## src/rtl/lsu_pkg.sv

```systemverilog
// ============================================================================
// Module : lsu_pkg
// Brief  : Shared types and decode helpers for the load/store unit.
// Rev    : 1.0
// ============================================================================
`default_nettype none

package lsu_pkg;

  typedef enum logic [2:0] {
    LB  = 3'd0,
    LH  = 3'd1,
    LW  = 3'd2,
    LBU = 3'd3,
    LHU = 3'd4,
    SB  = 3'd5,
    SH  = 3'd6,
    SW  = 3'd7
  } mem_op_e;

  typedef enum logic [1:0] {
    IDLE   = 2'd0,
    ACCESS = 2'd1,
    RESP   = 2'd2
  } lsu_state_e;

  function automatic logic is_store(mem_op_e op);
    return (op == SB) || (op == SH) || (op == SW);
  endfunction

  function automatic logic [2:0] access_bytes(mem_op_e op);
    case (op)
      LB, LBU, SB: return 3'd1;
      LH, LHU, SH: return 3'd2;
      default:     return 3'd4;
    endcase
  endfunction

  // Halfwords need addr[0]=0, words need addr[1:0]=0.
  function automatic logic is_misaligned(mem_op_e op, logic [1:0] lsb);
    case (access_bytes(op))
      3'd2:    return lsb[0];
      3'd4:    return |lsb;
      default: return 1'b0;
    endcase
  endfunction

endpackage

`default_nettype wire

```

## src/rtl/load_extend.sv

```systemverilog
// ============================================================================
// Module : load_extend
// Brief  : Combinational sign/zero extension of a little-endian load word.
// Rev    : 1.0
// ============================================================================
`default_nettype none

module load_extend
  import lsu_pkg::*;
(
  input  mem_op_e     op,
  input  logic [31:0] raw,
  output logic [31:0] data
);

  always_comb begin
    data = raw;
    case (op)
      LB:      data = {{24{raw[7]}}, raw[7:0]};
      LBU:     data = {24'd0, raw[7:0]};
      LH:      data = {{16{raw[15]}}, raw[15:0]};
      LHU:     data = {16'd0, raw[15:0]};
      default: data = raw;
    endcase
  end

endmodule

`default_nettype wire

```

## src/rtl/load_store_unit.sv

```systemverilog
// ============================================================================
// Module : load_store_unit
// Brief  : Single-outstanding load/store controller for the unified memory.
// Rev    : 1.0
// ============================================================================
`default_nettype none

module load_store_unit
  import lsu_pkg::*;
#(
  parameter int ADDR_WIDTH = 32,
  parameter int DATA_WIDTH = 32,
  localparam int DATA_INDEXING_WIDTH = $clog2(DATA_WIDTH / 8)
) (
  input  logic                         clk,
  input  logic                         rst_n,
  input  logic                         req_valid,
  output logic                         req_ready,
  input  mem_op_e                      req_op,
  input  logic [ADDR_WIDTH-1:0]        req_addr,
  input  logic [DATA_WIDTH-1:0]        req_wdata,
  output logic                         resp_valid,
  input  logic                         resp_ready,
  output logic [DATA_WIDTH-1:0]        resp_data,
  output logic                         resp_err,
  output logic [ADDR_WIDTH-1:0]        mem_fetch_addr,
  output logic [ADDR_WIDTH-1:0]        mem_write_addr,
  output logic [DATA_INDEXING_WIDTH:0] mem_bytes_to_write,
  output logic [DATA_WIDTH-1:0]        mem_write_data,
  input  logic [DATA_WIDTH-1:0]        mem_fetched_data
);

  if (DATA_WIDTH != 32) begin : g_bad_width
    $error("load_store_unit supports DATA_WIDTH=32 only");
  end

  lsu_state_e            r_state;
  lsu_state_e            w_next;
  mem_op_e               r_op;
  logic [ADDR_WIDTH-1:0] r_addr;
  logic [DATA_WIDTH-1:0] r_wdata;
  logic [DATA_WIDTH-1:0] r_resp_data;
  logic                  r_resp_err;
  logic [DATA_WIDTH-1:0] w_ext;
  logic                  w_misaligned;

  load_extend u_load_extend (
    .op   (r_op),
    .raw  (mem_fetched_data),
    .data (w_ext)
  );

  assign w_misaligned = is_misaligned(r_op, r_addr[1:0]);

  always_ff @(posedge clk or negedge rst_n) begin
    if (!rst_n) r_state <= IDLE;
    else        r_state <= w_next;
  end

  // Byte count is decoded from state so a reset mid-ACCESS kills the write at once.
  always_comb begin
    w_next             = r_state;
    req_ready          = 1'b0;
    resp_valid         = 1'b0;
    mem_bytes_to_write = '0;
    case (r_state)
      IDLE: begin
        req_ready = 1'b1;
        if (req_valid) w_next = ACCESS;
      end
      ACCESS: begin
        w_next = RESP;
        if (is_store(r_op) && !w_misaligned)
          mem_bytes_to_write = access_bytes(r_op);
      end
      RESP: begin
        resp_valid = 1'b1;
        if (resp_ready) w_next = IDLE;
      end
      default: w_next = IDLE;
    endcase
  end

  always_ff @(posedge clk or negedge rst_n) begin
    if (!rst_n) begin
      r_op        <= LB;
      r_addr      <= '0;
      r_wdata     <= '0;
      r_resp_data <= '0;
      r_resp_err  <= 1'b0;
    end else begin
      if (r_state == IDLE && req_valid) begin
        r_op    <= req_op;
        r_addr  <= req_addr;
        r_wdata <= req_wdata;
      end
      if (r_state == ACCESS) begin
        r_resp_err  <= w_misaligned;
        r_resp_data <= (w_misaligned || is_store(r_op)) ? '0 : w_ext;
      end
    end
  end

  assign resp_data      = r_resp_data;
  assign resp_err       = r_resp_err;
  assign mem_fetch_addr = r_addr;
  assign mem_write_addr = r_addr;
  assign mem_write_data = r_wdata;

endmodule

`default_nettype wire
```

## config.mk

```make
export PLATFORM = sky130hd
export DESIGN_NAME = load_store_unit
export DESIGN_NICKNAME = d
export VERILOG_FILES = /design/src/rtl/lsu_pkg.sv /design/src/rtl/load_extend.sv /design/src/rtl/load_store_unit.sv
export SDC_FILE = /design/constraint.sdc
export NUM_CORES = 1
export LEC_CHECK = 0
export ABC_AREA = 1
export CAP_MARGIN = 20
export CORE_ASPECT_RATIO = 1.25
export CORE_MARGIN = 1.5
export CORE_UTILIZATION = 37
export DETAILED_ROUTE_END_ITERATION = 8
export PLACE_DENSITY = 0.76
export SYNTH_ARGS = -nofsm -noshare
export SYNTH_HDL_FRONTEND = slang
export SYNTH_SLANG_ARGS = --single-unit
```

## constraint.sdc

```tcl
create_clock -name clk -period 1.57 [get_ports clk]
set_clock_uncertainty 0.2 [all_clocks]
set_input_delay 0.314 -clock clk [delete_from_list [all_inputs] [get_ports clk]]
set_output_delay 0.314 -clock clk [all_outputs]
set_load 0.01 [all_outputs]
```

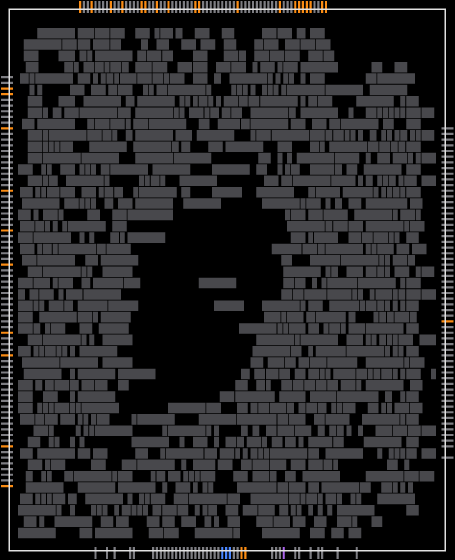
**Above:** pin placement.
Pins as bars across the die edge, other pins in grey.
- mem_fetch_addr: orange (pins 32; direction output; edge 19 top, 10 left, 2 bottom, 1 right)
- req_op: blue (pins 3; direction input; edge bottom)
- resp_err: purple (pins 1; direction output; edge bottom)
- all pins by edge: 73 left, 65 top, 58 right, 41 bottom

==> out/summary.txt <==
Status: finished with violations
Antenna viol nets, final: 0
Synthesized area: 4720 sq um
Effective utilization at floorplan: 38.5%
Area growth, synth to finish: 79.0%
Placement Rows: 45
CP delay by family, top: flip-flops
Worst Hold Class: in2async
First-pass GRT wire length: 22.9 mm
Failing checks: negative setup slack
Pwr Density: 2070 nW/um^2
Post-Syn Area per Cell: 8.36 sq um
Mapped Cells: 565
Slew headroom: 71.5%
Worst Setup Start Kind: register
Share of layout cells above drive strength 1: 26.1%
Max Clock Freq: 487 MHz
Vias in the first global route: 4676
Final worst-path cycle share: 131%
CTS buffer count: 9
Met3 Wirelength: 1.13 mm
Nets: 942
Crit-path max FO: 5
DR vias: 4756
Worst VDD drop: 1010 uV
I/O pin cnt: 237
Clock transition at path regs: 70 ps
Max_cap viols: 0
Final tally of setup violations: 102
Top cell excl fill/tap: nand2_1
GR Overflow Total: 0
CP Data Arrival Time: 1540 ps
Slowest CP cell: dfrtp_2
Worst Slack Setup Final: -483 ps
Root Driver: clkbuf_16
Largest net degree at the start of global routing: 37
Tmin final: 2050 ps
WL final: 16.0 mm
Avg WL per Cell: 15.9 microns
Antenna violations before repair: 0
Initial DRC count: 129
Final setup TNS: -14920 ps
CTS tree: done
WS Path Type: reg2out
Final Hold Vio Count: 0
YS warnings: 0
Die ar.: 13500 sq um
Clk buf depth: 2
Placed instance count: 945
Dpl cell area: 7330 sq um
Sink Count: 102
Cell area after layout: 8450 sq um
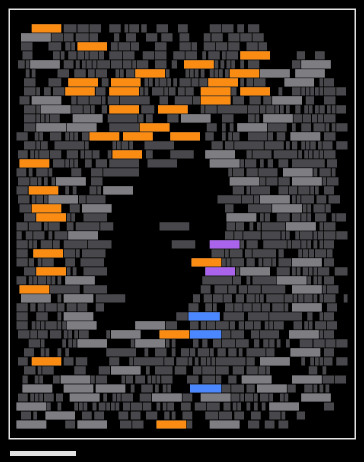
**Above:** sequential cells coloured by netlist name.
The bar under the picture is 20 microns long.
- mem_fetch_addr: orange (flops 32)
- r_state: purple (flops 2)
- r_op: blue (flops 3)

==> synth_stat cells <==
cell / n / area, sq um
o21a_1: 1 / 7.51
buf_4: 34 / 255
nand2_1: 242 / 908
nand3_2: 1 / 10.0
o21ai_0: 5 / 25.0
a21oi_1: 23 / 115
buf_8: 1 / 15.0
o21ai_4: 2 / 32.5
nand4_1: 1 / 6.26
o21bai_2: 5 / 56.3
clkbuf_1: 12 / 45.0
o21bai_1: 20 / 150
nand3b_4: 1 / 20.0
nand2_4: 3 / 33.8
buf_6: 2 / 22.5
nand3_4: 1 / 17.5
dfrtp_1: 102 / 2550
nor2_2: 2 / 12.5
clkinv_1: 1 / 3.75
inv_2: 3 / 11.3
nand3_1: 19 / 95.1
nor2_1: 31 / 116
nor3_1: 1 / 5.00
buf_2: 8 / 40.0
inv_1: 44 / 165
==> worst paths after layout <==
kind                                         end  slack [ps]                from  cells after the start
max                        mem_bytes_to_write[2]        -480             r_op[1]                      7
min                                 resp_data[6]         210               rst_n                      2
max reg2reg                        resp_data[25]        -340             r_op[0]                      8
min reg2reg                   mem_write_data[16]         280  mem_write_data[16]                      2
max in group asynchronous     mem_write_data[26]         450               rst_n                      3
min in group clk              mem_write_data[16]         280  mem_write_data[16]                      2
==> cell type report <==
type / instances / area [sq um]
clock buffers: 11 / 233
fillers: 950 / 3820
repair buffers: 319 / 3210
inverters: 48 / 200
well taps: 164 / 205
multi-input cells: 359 / 1990
clock inverters: 5 / 58.8
flip-flops and latches: 102 / 2560
==> worst reg2reg max path, cell delays in order (launching register included) <==
cell	delay, ps
dfrtp_2	440
buf_6	140
buf_4	140
buf_6	130
o21ai_4	260
nand2_8	110
buf_12	140
buf_12	120
o21bai_1	150
==> through the flow <==
stage	setup slack, ps	power [uW]	util (%)
2_1_floorplan	-76.6	9070	-
3_3_place_gp	-516	13300	59.7
3_5_place_dp	-593	13500	59.7
4_1_cts	-497	15800	63.2
5_1_grt	-540	18600	68.9
6_report	-483	17500	68.9
==> timing repair <==
action	4_1_cts	5_1_grt
cloned	2	10
setup endpoints to repair	167	132
endpoints found under the hold margin	64	0
buffers inserted	21	20
hold buffers	1	0
gates resized	225	154
pin swaps	13	15
==> cells by family (layout without fill, tap and decap cells) <==
group	after synthesis	after routing	synth area share, %
AND-OR/OR-AND	56	56	8.19
buffers and inverters	105	383	11.8
flip-flops	102	102	54.1
AND/OR/NAND/NOR	302	303	25.9
==> registers in the layout (all words and copies together), names as in the netlist <==
| signal | cells |
|---|---|
| mem_fetch_addr | 32 |
| r_op | 3 |
| resp_data | 32 |
| resp_err | 1 |
| mem_write_data | 32 |
| r_state | 2 |
==> layer usage <==
layer	GRT usage [%]	vias to the layer above
met3	6.39	18
met4	6.05	0
met1	23.4	2307
li1	-	2247
met2	39.5	184
met5	0	-
==> where the power goes <==
part | total, uW | internal, uW | switching (uW)
clock network | 2210 | 1240 | 974
logic | 10600 | 5400 | 5180
registers | 4740 | 3860 | 877
total | 17500 | 10500 | 7030
Power figures rest on the tool's default switching activity, not on a simulated workload.
